Run 1, M3 wires:
The bar under the picture is 50 µm long.
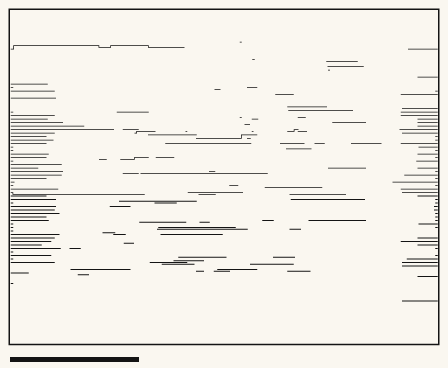
Run 1, where the registers sit:
The bar under the picture is 50 µm long.
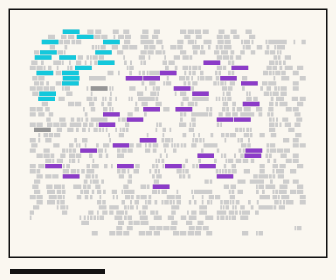
Run 1, cell placement:
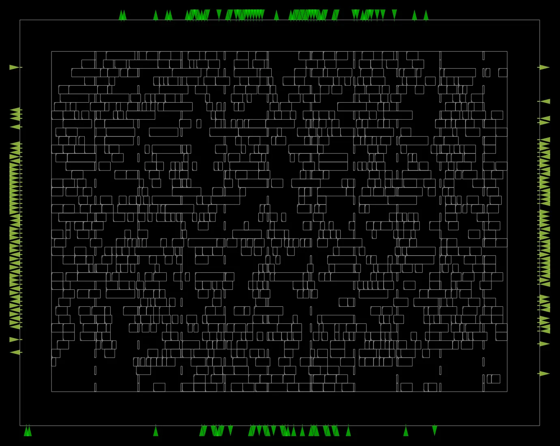
Run 1, placement by cell class:
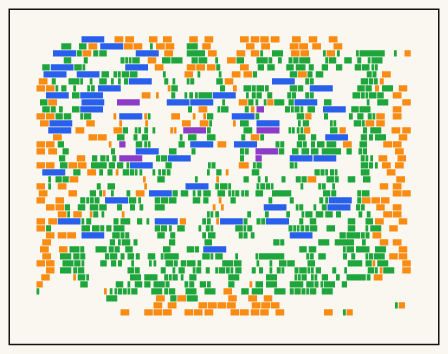
## src/rtl/mips_pkg.sv

```systemverilog
// Shared MIPS datapath encodings: branch types, PC-unit FSM states, reset PC.
package mips_pkg;

    localparam logic [2:0] BR_NONE = 3'd0;
    localparam logic [2:0] BR_BEQ  = 3'd1;
    localparam logic [2:0] BR_BNE  = 3'd2;
    localparam logic [2:0] BR_BLT  = 3'd3;
    localparam logic [2:0] BR_BGT  = 3'd4;

    localparam logic ST_NORMAL = 1'b0;
    localparam logic ST_DELAY  = 1'b1;

    localparam logic [31:0] RESET_PC_DEFAULT = 32'h0000_0000;

    // lt is "<=" from the ALU, so strict less-than needs !zero.
    function automatic logic br_cond(input logic [2:0] bt, input logic zero,
                                     input logic lt, input logic gt);
        case (bt)
            BR_BEQ:  br_cond = zero;
            BR_BNE:  br_cond = !zero;
            BR_BLT:  br_cond = lt && !zero;
            BR_BGT:  br_cond = gt;
            default: br_cond = 1'b0;
        endcase
    endfunction

endpackage

```

## src/rtl/pc_target_gen.sv

```systemverilog
// Combinational redirect resolution: condition check, target select by priority, alignment.
module pc_target_gen
    import mips_pkg::*;
(
    input  logic [31:0] pc_plus4,
    input  logic [2:0]  branch_type,
    input  logic [31:0] imm,
    input  logic        jump,
    input  logic [25:0] jump_target,
    input  logic        jump_reg,
    input  logic [31:0] reg_target,
    input  logic        zero,
    input  logic        lt,
    input  logic        gt,
    output logic        redirect,
    output logic [31:0] target,
    output logic        misalign
);

    logic        br_taken;
    logic [31:0] raw;

    always_comb begin
        br_taken = br_cond(branch_type, zero, lt, gt);
        raw      = pc_plus4 + (imm << 2);
        if (jump_reg)
            raw = reg_target;
        else if (jump)
            raw = {pc_plus4[31:28], jump_target, 2'b00};
        redirect = jump_reg || jump || br_taken;
        misalign = redirect && (raw[1:0] != 2'b00);
        target   = {raw[31:2], 2'b00};
    end

endmodule

```

## src/rtl/pc_branch_unit.sv

```systemverilog
// Program counter register, redirect commit, taken/addr_err flags and redirect counter.
// Optional delay slot behaviour is enabled with `define BRANCH_DELAY_SLOT_EN.
module pc_branch_unit
    import mips_pkg::*;
#(
    parameter logic [31:0] RESET_PC = RESET_PC_DEFAULT,
    parameter int          CNT_W    = 16
) (
    input  logic             clk,
    input  logic             rst,
    input  logic             stall,
    input  logic [2:0]       branch_type,
    input  logic [31:0]      imm,
    input  logic             jump,
    input  logic [25:0]      jump_target,
    input  logic             jump_reg,
    input  logic [31:0]      reg_target,
    input  logic             zero,
    input  logic             lt,
    input  logic             gt,
    output logic [31:0]      pc,
    output logic [31:0]      pc_plus4,
    output logic             taken,
    output logic             addr_err,
    output logic [CNT_W-1:0] taken_cnt
);

    logic        redirect;
    logic        misalign;
    logic [31:0] target;

    assign pc_plus4 = pc + 32'd4;

    pc_target_gen u_tgen (
        .pc_plus4    (pc_plus4),
        .branch_type (branch_type),
        .imm         (imm),
        .jump        (jump),
        .jump_target (jump_target),
        .jump_reg    (jump_reg),
        .reg_target  (reg_target),
        .zero        (zero),
        .lt          (lt),
        .gt          (gt),
        .redirect    (redirect),
        .target      (target),
        .misalign    (misalign)
    );

    logic [CNT_W-1:0] cnt_inc;
    assign cnt_inc = (taken_cnt == '1) ? taken_cnt : taken_cnt + CNT_W'(1);

`ifdef BRANCH_DELAY_SLOT_EN
    logic        state;
    logic [31:0] pend_target;

    always_ff @(posedge clk or posedge rst) begin
        if (rst) begin
            pc          <= RESET_PC;
            taken       <= 1'b0;
            addr_err    <= 1'b0;
            taken_cnt   <= '0;
            state       <= ST_NORMAL;
            pend_target <= '0;
        end else if (stall) begin
            taken    <= 1'b0;
            addr_err <= 1'b0;
        end else if (state == ST_DELAY) begin
            // Requests in the delay slot are illegal and dropped.
            pc        <= pend_target;
            state     <= ST_NORMAL;
            taken     <= 1'b1;
            addr_err  <= 1'b0;
            taken_cnt <= cnt_inc;
        end else begin
            pc       <= pc_plus4;
            taken    <= 1'b0;
            addr_err <= redirect && misalign;
            if (redirect) begin
                pend_target <= target;
                state       <= ST_DELAY;
            end
        end
    end
`else
    always_ff @(posedge clk or posedge rst) begin
        if (rst) begin
            pc        <= RESET_PC;
            taken     <= 1'b0;
            addr_err  <= 1'b0;
            taken_cnt <= '0;
        end else if (stall) begin
            taken    <= 1'b0;
            addr_err <= 1'b0;
        end else begin
            pc       <= redirect ? target : pc_plus4;
            taken    <= redirect;
            addr_err <= misalign;
            if (redirect)
                taken_cnt <= cnt_inc;
        end
    end
`endif

endmodule
```

## config.mk

```make
export PLATFORM = sky130hd
export DESIGN_NAME = pc_branch_unit
export DESIGN_NICKNAME = d
export VERILOG_FILES = /design/src/rtl/mips_pkg.sv /design/src/rtl/pc_target_gen.sv /design/src/rtl/pc_branch_unit.sv
export SDC_FILE = /design/constraint.sdc
export NUM_CORES = 1
export LEC_CHECK = 0
export CELL_PAD_IN_SITES_DETAIL_PLACEMENT = 0
export CELL_PAD_IN_SITES_GLOBAL_PLACEMENT = 1
export CORE_ASPECT_RATIO = 0.75
export CORE_MARGIN = 10
export CORE_UTILIZATION = 33
export DETAILED_ROUTE_END_ITERATION = 10
export GPL_TIMING_DRIVEN = 0
export PLACE_DENSITY_LB_ADDON = 0.1
export SLEW_MARGIN = 20
export SYNTH_ARGS = -nofsm -noshare
export SYNTH_HDL_FRONTEND = slang
export SYNTH_SLANG_ARGS = --single-unit
```

## constraint.sdc

```tcl
create_clock -name clk -period 4.6 [get_ports clk]
set_input_delay 0.92 -clock clk [delete_from_list [all_inputs] [get_ports clk]]
set_output_delay 0.92 -clock clk [all_outputs]
set_load 0.005 [all_outputs]
```

==> ds_physical_params.txt, run 1 <==
Summary of implementation characteristics

Parameter                              Value

Outcome
  Result of the run .................. finished clean

Pwr
  Total Power .................. 2560 µW
  Design internal power .................. ~1500 µW
  Pwr/cell area .................. 338 nW/µm²
  Combinational Power .................. around 1500 µW
  Pleak .................. 0.00297 µW
  Maximum ir drop on the vdd rail .................. 182 µV
  Switching power of the nets .................. 1100 µW
  Top power group .................. combinational cells
  Clock power share .................. approximately 15%
  Clock network power .................. 391 µW
  Combinational power share .................. 59.6%
  Switch share .................. a little over two fifths
  Register share of total power .................. around a quarter

Setup path
  Maximum fanout count along the critical path .................. 6
  R2R Path Start .................. pc[20]
  Launching element of the worst setup path .................. pc[20]
  Cell family with most CP delay .................. simple AND/OR/NAND/NOR gates
  Crit path required time .................. 4.79 ns
  Critical path depth .................. 14
  Number of cells on the worst reg-to-reg path .................. 14
  Chain of cells forming the critical path .................. and4_1, and4_1, nand4_1, nor2_1, xor2_1, ha_1, a21o_1, a21o_1, nor3_1, a21oi_1, mux2_2, a211oi_2, mux2i_1, nor2_1
  CP Capture Point .................. pc[31]
  Worst setup EP type .................. register
  WP data arrival .................. 4.58 ns
  Peak per-stage delay on the critical path .................. 0.49 ns
  R2R setup slack .................. 0.21 ns
  Critical Path Source Type .................. register
  Slowest stage cell, crit path .................. sky130_fd_sc_hd__dfrtp_1
  Critical path buffer and inverter count .................. 0
  Critical path class .................. register to register
  Reg2Reg Capture Point .................. pc[31]

Global routing
  Layer carrying the most global-route usage .................. met2
  GRT Total Usage .................. 20.1%
  Maximum number of pins on one net before global-route repair .................. 49
  Total grt overflow .................. 0
  Met2 track utilization from global routing .................. 30.4%
  Number of antenna violations at the first check in global routing .................. 0
  First-pass GRT wire length .................. 34900 µm
  Met1 usage .................. 28.7%
  Vias in the first global route .................. 5990

Layout
  Inserted Diodes .................. 0
  Gate Area .................. 3930 µm²
  Number of nets at the end of the flow .................. 1004
  Clock-cell share of area .................. under 10%
  Non-clock buffering overhead in the final layout .................. about a quarter
  Fraction of area in multi-input gates .................. slightly above 50%
  Largest registers .................. pc (30), taken_cnt (16)
  Clock buf count .................. 5
  Most numerous logic cell after layout .................. sky130_fd_sc_hd__clkdlybuf4s50_1
  Top class by area .................. logic gates
  Invs w/o clock .................. 15
  Fraction of final layout cells with drive strength greater than 1 .................. 6.12%
  Combinational gates .................. between 500 and 600
  Area growth syn-to-layout .................. 42.9%
  Nonclk buf count .................. 219
  Dominant logic cell types in the final layout .................. 176 x sky130_fd_sc_hd__clkdlybuf4s50_1, 73 x sky130_fd_sc_hd__nand2_1, 61 x sky130_fd_sc_hd__a21oi_1
  Largest register by flop count .................. pc
  Number of standard cells in the layout, taps in and fillers out .................. between 1k and 1.5k
  Largest register FFs .................. 30

Placed design
  Half-perimeter wire length after placement .................. 18200 µm
  Post-Place Cell Area .................. roughly 7300 µm²
  # port buffers .................. between 150 and 200
  Last weighted congestion value of the routability-driven placer .................. 0.907
  Number of placed cells counting well taps .................. 1066
  Pre-CTS setup slack .................. -0.245 ns

Yosys
  Ys async rst share .................. 100%
  Share of synthesized cell area in and, or, nand and nor gates .................. between 20% and 30%
  Synthesized instance count .................. 677
  Area figure in the yosys stat output .................. 5300 µm²
  Yosys top cell area share .................. 22.7%
  Dominant non-sequential cell family after synthesis .................. AND-OR/OR-AND gates
  Average size of a mapped cell .................. between 7 and 8 µm²
  Top-count cell post-synth .................. sky130_fd_sc_hd__nand2_1
  Main area contributors .................. sky130_fd_sc_hd__dfrtp_1 23%, sky130_fd_sc_hd__xnor2_1 9.1%, sky130_fd_sc_hd__ha_1 8.7%, sky130_fd_sc_hd__a21oi_1 5.8%, sky130_fd_sc_hd__nand2_1 5.2%
  Post-synth top flop .................. sky130_fd_sc_hd__dfrtp_1
  XOR/XNOR share of the synthesized area .................. 11.4%
  Post-synth EDFFs .................. 0
  Count of unique library cells instantiated by Yosys .................. 79
  Most numerous cell types in the synthesized netlist .................. 73 x sky130_fd_sc_hd__nand2_1, 61 x sky130_fd_sc_hd__a21oi_1, 58 x sky130_fd_sc_hd__nor2_1
  Synth Register Bits .................. roughly 48
  # Cells Yosys .................. 677
  Post-Synth Adder-Cell Area .................. under 10%
  Multiplexer fraction of the synthesized cell area .................. 1.94%
  Count of yosys warnings during synthesis .................. 0
  Syn Std Cell Area .................. about 5300 µm²
  Portion of the post-synthesis area used by sequential elements .................. 22.7%
  AO/OA Area Share .................. 27.0%
  Post-synthesis cell type with the largest combined area .................. sky130_fd_sc_hd__dfrtp_1

CTS
  Gates resized, CTS repair .................. 2
  Num CTS Buffers .................. 5
  Buffers from clock root to sink, at most .................. 2
  TritonCTS clock tree .................. built
  # clock sinks .................. 48
  Clock Pin Slew Worst Setup and Hold Paths .................. 0.08 ns
  Clock latency on the worst-skew pair .................. 0.30 ns
  Max H-tree Level .................. 2
  CTS root buf .................. sky130_fd_sc_hd__clkbuf_16
  Hold buffer count at CTS .................. 0
  Post-CTS Repair Setup Buffers .................. 0

Timing
  Post-layout min period .................. 4.39 ns
  Setup repair after global routing missed its margin .................. false
  Least-Margin Pin Slew .................. 0.828 ns
  Final WS setup .................. 0.211 ns
  # setup viols final .................. 0
  Number of max-slew violations in the final report .................. 0
  Final hold slack .................. 0.502 ns
  Achievable frequency .................. 228 MHz
  Worst setup skew after layout .................. ~0.0084 ns
  Setup tns final .................. 0 ns
  Max-slew headroom at the worst pin .................. 44.8%
  Final worst-path cycle share .................. 95.4%
  Count of endpoints failing hold in the final timing report .................. 0

Route
  Detail-routed net length per standard cell .................. around 21 µm
  Detailed Routing Iterations Pass 1 .................. 5
  Via/cell ratio .................. ~5.6
  Uppermost metal layer occupied by signal nets .................. met4
  Met2 wire length .................. 9860 µm
  Number of antenna-violating nets in the routed design .................. 0
  Drt initial violations .................. 384
  Detailed-route DRC error count .................. 0
  M1 WL .................. 10900 µm
  Wire length on met3 .................. 1850 µm

Hold path
  Worst Hold Path EP .................. taken_cnt[4]
  Worst hold path stage count .................. 1
  Hold path startpoint .................. taken_cnt[4]
  Hold Crit Class .................. register to register

Floorplan
  Die footprint .................. 21600 µm²
  Starting density of the core .................. about 33%
  Boundary Pins .................. ~180
  Number of well taps .................. 210
  Horizontal die size .................. 166 µm
  Chip Height .................. 130 µm

Job
  Number of max-capacitance violations reported .................. 0
  Number of OpenROAD warnings .................. 34
About 'M3 wires':
wire length on this layer: 1850 µm
longest straight run: 51.1 µm
share of all routed wire: 8.1%
nets with wire on the layer: 155
main direction: horizontal
number of vias in the routed layout: 5984
fraction of met3 tracks used by global routing: 4.78%
post-detailed-routing wire length: 22800 µm

About 'where the registers sit':
| signal | colour | sequential cells |
|---|---|---|
| pc | purple | 30 |
| taken_cnt | cyan | 16 |
post-route core utilization: 47.7%
Seq. cell area: 1200 µm²
sequential logic power: 642 µW
fraction of area in registers: 15.9%

About 'cell placement':
final-layout fill cell count: 1607
number of flip-flops and latches: 48

About 'placement by cell class':
| class | colour | cells |
|---|---|---|
| combinational and other logic | green | 591 |
| clock drivers and dummy loads | purple | 8 |
| flops | blue | 48 |
| other buffers and delay cells | orange | 219 |
Std-Cell Rows: 40
Std-Cell Core Area: 15900 µm²
post-route standard cell area excluding fillers: 7570 µm²

--- run 2 (diff from run 1) ---
- TNS_END_PERCENT: unset -> 5
Run 2, cell placement:
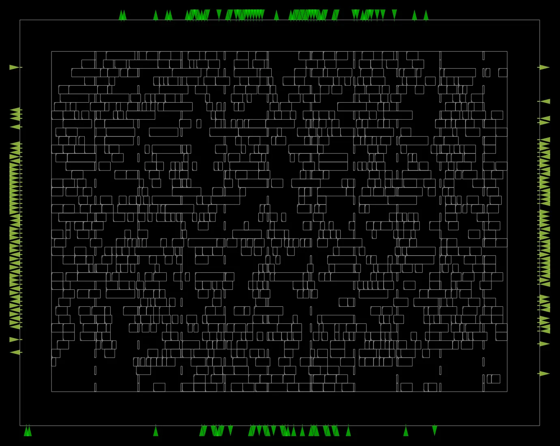
number of standard cells in the layout, taps in and fillers out: 1076
number of well taps: 210

==> run 2 against run 1 <==
  * Cell area is the same
  * Clock power about the same
  * First-iteration DRC count did not move
  * Total power unchanged
  * Register-to-register slack barely moved
  * Final cell count unchanged
  * Critical endpoint unchanged
==> ds_physical_params.txt, run 2 <==
Summary of implementation characteristics

Parameter                              Value

Yosys
  Post-Synth Adder-Cell Area .................. around 9%
  Most numerous cell types in the synthesized netlist .................. 73 x sky130_fd_sc_hd__nand2_1, 61 x sky130_fd_sc_hd__a21oi_1, 58 x sky130_fd_sc_hd__nor2_1
  Synthesized instance count .................. 677
  Ys async rst share .................. 100%
  # Cells Yosys .................. roughly 680
  Share of synthesized cell area in and, or, nand and nor gates .................. 23.3%
  Post-synth EDFFs .................. 0
  Count of yosys warnings during synthesis .................. 0
  Multiplexer fraction of the synthesized cell area .................. 1.94%
  Main area contributors .................. sky130_fd_sc_hd__dfrtp_1 23%, sky130_fd_sc_hd__xnor2_1 9.1%, sky130_fd_sc_hd__ha_1 8.7%, sky130_fd_sc_hd__a21oi_1 5.8%, sky130_fd_sc_hd__nand2_1 5.2%
  AO/OA Area Share .................. 27.0%
  Syn Std Cell Area .................. 5300 µm²
  Top-count cell post-synth .................. sky130_fd_sc_hd__nand2_1
  XOR/XNOR share of the synthesized area .................. 11.4%
  Dominant non-sequential cell family after synthesis .................. AND-OR/OR-AND gates
  Count of unique library cells instantiated by Yosys .................. 79
  Post-synthesis cell type with the largest combined area .................. sky130_fd_sc_hd__dfrtp_1
  Average size of a mapped cell .................. between 7 and 8 µm²
  Post-synth top flop .................. sky130_fd_sc_hd__dfrtp_1

Pwr
  Design internal power .................. 1460 µW
  Switching power of the nets .................. 1100 µW
  Clock network power .................. 391 µW
  Pleak .................. 0.00297 µW
  Clock power share .................. roughly 15%
  Top power group .................. combinational cells
  Total Power .................. 2560 µW
  Combinational power share .................. 59.6%
  Register share of total power .................. 25.1%
  Switch share .................. 43.1%
  Pwr/cell area .................. 338 nW/µm²
  Sequential logic power .................. 642 µW
  Combinational Power .................. 1530 µW

Outcome
  Result of the run .................. finished clean

Floorplan
  Horizontal die size .................. 166 µm
  Std-Cell Core Area .................. between 15000 and 20000 µm²
  Boundary Pins .................. 183
  Std-Cell Rows .................. 40
  Chip Height .................. 130 µm
  Starting density of the core .................. 33.4%
  Die footprint .................. 21600 µm²

Layout
  Non-clock buffering overhead in the final layout .................. 26.0%
  Clock buf count .................. 5
  Dominant logic cell types in the final layout .................. 176 x sky130_fd_sc_hd__clkdlybuf4s50_1, 73 x sky130_fd_sc_hd__nand2_1, 61 x sky130_fd_sc_hd__a21oi_1
  Inserted Diodes .................. 0
  Seq. cell area .................. 1200 µm²
  Area growth syn-to-layout .................. 42.9%
  Post-route standard cell area excluding fillers .................. 7570 µm²
  Final-layout fill cell count .................. 1607
  Combinational gates .................. 576
  Most numerous logic cell after layout .................. sky130_fd_sc_hd__clkdlybuf4s50_1
  Nonclk buf count .................. 219
  Post-route core utilization .................. 47.7%
  Gate Area .................. around 3900 µm²
  Number of flip-flops and latches .................. around 48
  Largest registers .................. pc (30), taken_cnt (16)
  Largest register FFs .................. 30
  Invs w/o clock .................. 15
  Fraction of final layout cells with drive strength greater than 1 .................. ~6.1%
  Top class by area .................. logic gates
  Number of nets at the end of the flow .................. ~1.0k

Setup path
  Worst setup EP type .................. register
  Chain of cells forming the critical path .................. and4_1, and4_1, nand4_1, nor2_1, xor2_1, ha_1, a21o_1, a21o_1, nor3_1, a21oi_1, mux2_2, a211oi_2, mux2i_1, nor2_1
  Cell family with most CP delay .................. simple AND/OR/NAND/NOR gates
  Peak per-stage delay on the critical path .................. 0.49 ns
  R2R Path Start .................. pc[20]
  Launching element of the worst setup path .................. pc[20]
  Slowest stage cell, crit path .................. sky130_fd_sc_hd__dfrtp_1
  Number of cells on the worst reg-to-reg path .................. 14
  Crit path required time .................. 4.79 ns
  Critical Path Source Type .................. register
  CP Capture Point .................. pc[31]
  WP data arrival .................. roughly 4.6 ns
  Critical path depth .................. 14
  Critical path buffer and inverter count .................. 0
  R2R setup slack .................. roughly 0.21 ns
  Critical path class .................. register to register
  Reg2Reg Capture Point .................. pc[31]

Global routing
  Number of antenna violations at the first check in global routing .................. 0
  Met1 usage .................. roughly 29%
  Met2 track utilization from global routing .................. 30.4%
  GRT Total Usage .................. about a fifth
  First-pass GRT wire length .................. 34900 µm
  Maximum number of pins on one net before global-route repair .................. 49
  Fraction of met3 tracks used by global routing .................. 4.78%
  Layer carrying the most global-route usage .................. met2
  Vias in the first global route .................. 5990
  Total grt overflow .................. 0

CTS
  # clock sinks .................. 48
  Gates resized, CTS repair .................. 2
  Post-CTS Repair Setup Buffers .................. 0
  Num CTS Buffers .................. 5
  Clock latency on the worst-skew pair .................. 0.30 ns
  Max H-tree Level .................. 2
  Hold buffer count at CTS .................. 0

Route
  Uppermost metal layer occupied by signal nets .................. met4
  Wire length on met3 .................. 1850 µm
  Met2 wire length .................. 9860 µm
  Detail-routed net length per standard cell .................. 21.2 µm
  Drt initial violations .................. 384
  Via/cell ratio .................. ~5.6
  Detailed-route DRC error count .................. 0
  Detailed Routing Iterations Pass 1 .................. 5
  Number of antenna-violating nets in the routed design .................. 0
  M1 WL .................. 10900 µm
  Number of vias in the routed layout .................. 5984
  Post-detailed-routing wire length .................. 22800 µm

Timing
  Worst setup skew after layout .................. 0.00836 ns
  Max-slew headroom at the worst pin .................. roughly 45%
  Final worst-path cycle share .................. 95.4%
  # setup viols final .................. 0
  Count of endpoints failing hold in the final timing report .................. 0
  Least-Margin Pin Slew .................. 0.828 ns
  Setup repair after global routing missed its margin .................. false
  Post-layout min period .................. 4.39 ns
  Final WS setup .................. about 0.21 ns
  Number of max-slew violations in the final report .................. 0
  Achievable frequency .................. 228 MHz

Placed design
  Number of placed cells counting well taps .................. 1066
  Pre-CTS setup slack .................. -0.245 ns
  Last weighted congestion value of the routability-driven placer .................. 0.907
  # port buffers .................. between 150 and 200
  Post-Place Cell Area .................. approximately 7300 µm²

Hold path
  Worst hold path stage count .................. 1
  Worst Hold Path EP .................. taken_cnt[4]
  Hold path startpoint .................. taken_cnt[4]
  Hold Crit Class .................. register to register

Job
  Number of OpenROAD warnings .................. 34
  Number of max-capacitance violations reported .................. 0
Power figures rest on the tool's default switching activity, not on a simulated workload.
